Design reaction_timer_core, sky130hd; sources not shown.
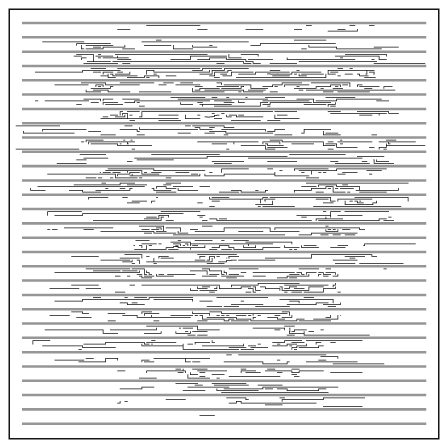
Fig. 1. Met1 routing.
Supply wires on this layer in grey.
- nets with wire on the layer: 290
- wire length on this layer: 3170 um
- share of all routed wire: 51%
GR Util met1: 31.62%
routed via count: 2265
Total Routed Length: 6.234 mm

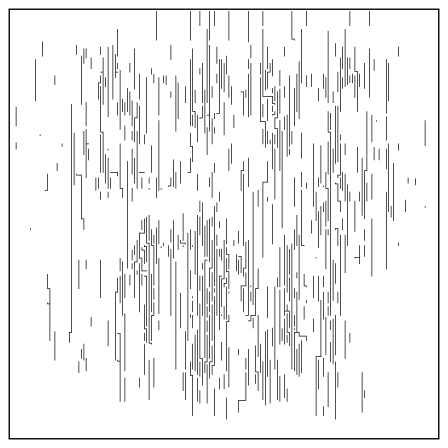
Fig. 2. M2 wires.
- main direction: vertical
- wire length on this layer: 2700 um
- share of all routed wire: 43%
- nets with wire on the layer: 262
met2 Use GR: 31.15%

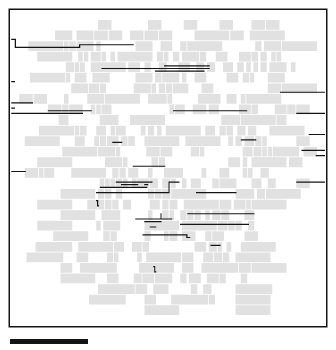
Fig. 3. Metal 3.
Bar = 20 um.
- nets with wire on the layer: 30
- wire length on this layer: 324 um
- longest straight run: 27.6 um
- share of all routed wire: 5.2%
met3 usage: 4.889%

==> results.sh <==
# source this file to load flow results
export IMPL_crit_path_end_kind="output port"
export IMPL_fin_area_sq_mm=0.003221
export IMPL_dpl_cell_area_sq_mm=0.003134
export IMPL_ctsHoldBuffers=0
export IMPL_finClkSkew_ps=6.415
export IMPL_ant_nets=0
export IMPL_postSynthAreaPerCell_sq_um=10.01
export IMPL_rows=28
export IMPL_area_growth_synth_to_final_pct=14.50
export IMPL_yosysUniqueCellTypes=60
export IMPL_finalSetupTns_ps=0
export IMPL_ys_flops=53
export IMPL_area_leaders="dfrtp_1 40%, dfstp_2 7.5%, ha_1 6.7%"
export IMPL_first_pass_iters=4
export IMPL_grt_use_total_pct=21.11
export IMPL_outcome="completed"
export IMPL_drc=0
export IMPL_core_area_sq_mm=0.005851
export IMPL_top_cell_area_share_pct=40.04
export IMPL_fp_nets=300
export IMPL_synth_stat_cells=281
export IMPL_syn_inst=281
export IMPL_power_total_mw=2.179
export IMPL_cp_required_ps=2560
export IMPL_gr_total_overflow=0
export IMPL_synth_area_leader_cell="dfrtp_1"
export IMPL_dpl_hpwl_mm=4.410
export IMPL_n_antenna_cell=0
export IMPL_path_max_fanout=9
export IMPL_grt_pass1_wl_mm=10.67
export IMPL_hold_path_class="reg2reg"
export IMPL_cts_sinks=53
through the flow:
step	hold slack, ps	util (%)	worst slack, ps
4_1_cts	366.1	55.05	521.2
3_3_place_gp	335.1	53.57	788.1
3_5_place_dp	342.8	53.57	728.7
5_1_grt	383.7	55.05	433.0
6_report	361.3	55.05	521.5
2_1_floorplan	333.0	-	669.5
worst max-delay path, cell delays in order (launching register included):
cell and delay [ps]:
dfrtp_1 500, nor3b_4 360, clkdlybuf4s50_1 870
layout by cell type (no fill, tap or decap), types with 8 or more instances in the layout:
cell / count
a21oi_1: 23
dfstp_2: 8
nor2_1: 22
ha_1: 15
dfrtp_1: 45
nor3_1: 10
nand3_1: 8
inv_1: 17
nand2_1: 19
o21ai_0: 15
clkdlybuf4s50_1: 23
cell type report:
cell class	instances	area, sq um
clock buffer	5	68.82
clock inverter	3	17.52
fill	525	2630
inverter	18	67.56
multi-input combinational	202	1361
sequential	53	1336
tap	75	93.84
timing repair buffer	29	275.3
where the power goes:
group | internal, mW | switching, mW | leakage, nW | total, mW
Clock | 0.151 | 0.219 | 0.0439 | 0.370
Sequential | 0.777 | 0.140 | 0.668 | 0.917
Combinational | 0.324 | 0.567 | 0.660 | 0.892
routing by layer:
layer	wire length, um	global-route usage (%)	part of all wire, %	vias to the layer above
met4	40	4.407	0.64	0
met5	0	0	0	-
met3	324	4.889	5.2	4
met1	3169	31.62	51	1114
met2	2699	31.15	43	61
li1	-	-	-	1086
logic make-up (layout without fill, tap and decap cells):
logic type	Yosys count	in the layout	share of synthesized area, %
AND/OR/NAND/NOR	94	94	18.82
AND-OR/OR-AND	82	82	19.48
flip-flops	53	53	47.51
buffers and inverters	26	55	4.092
adder cells (fa/ha/maj)	15	15	6.673
XOR/XNOR	11	11	3.425
Power is estimated from default activity; no workload was simulated.
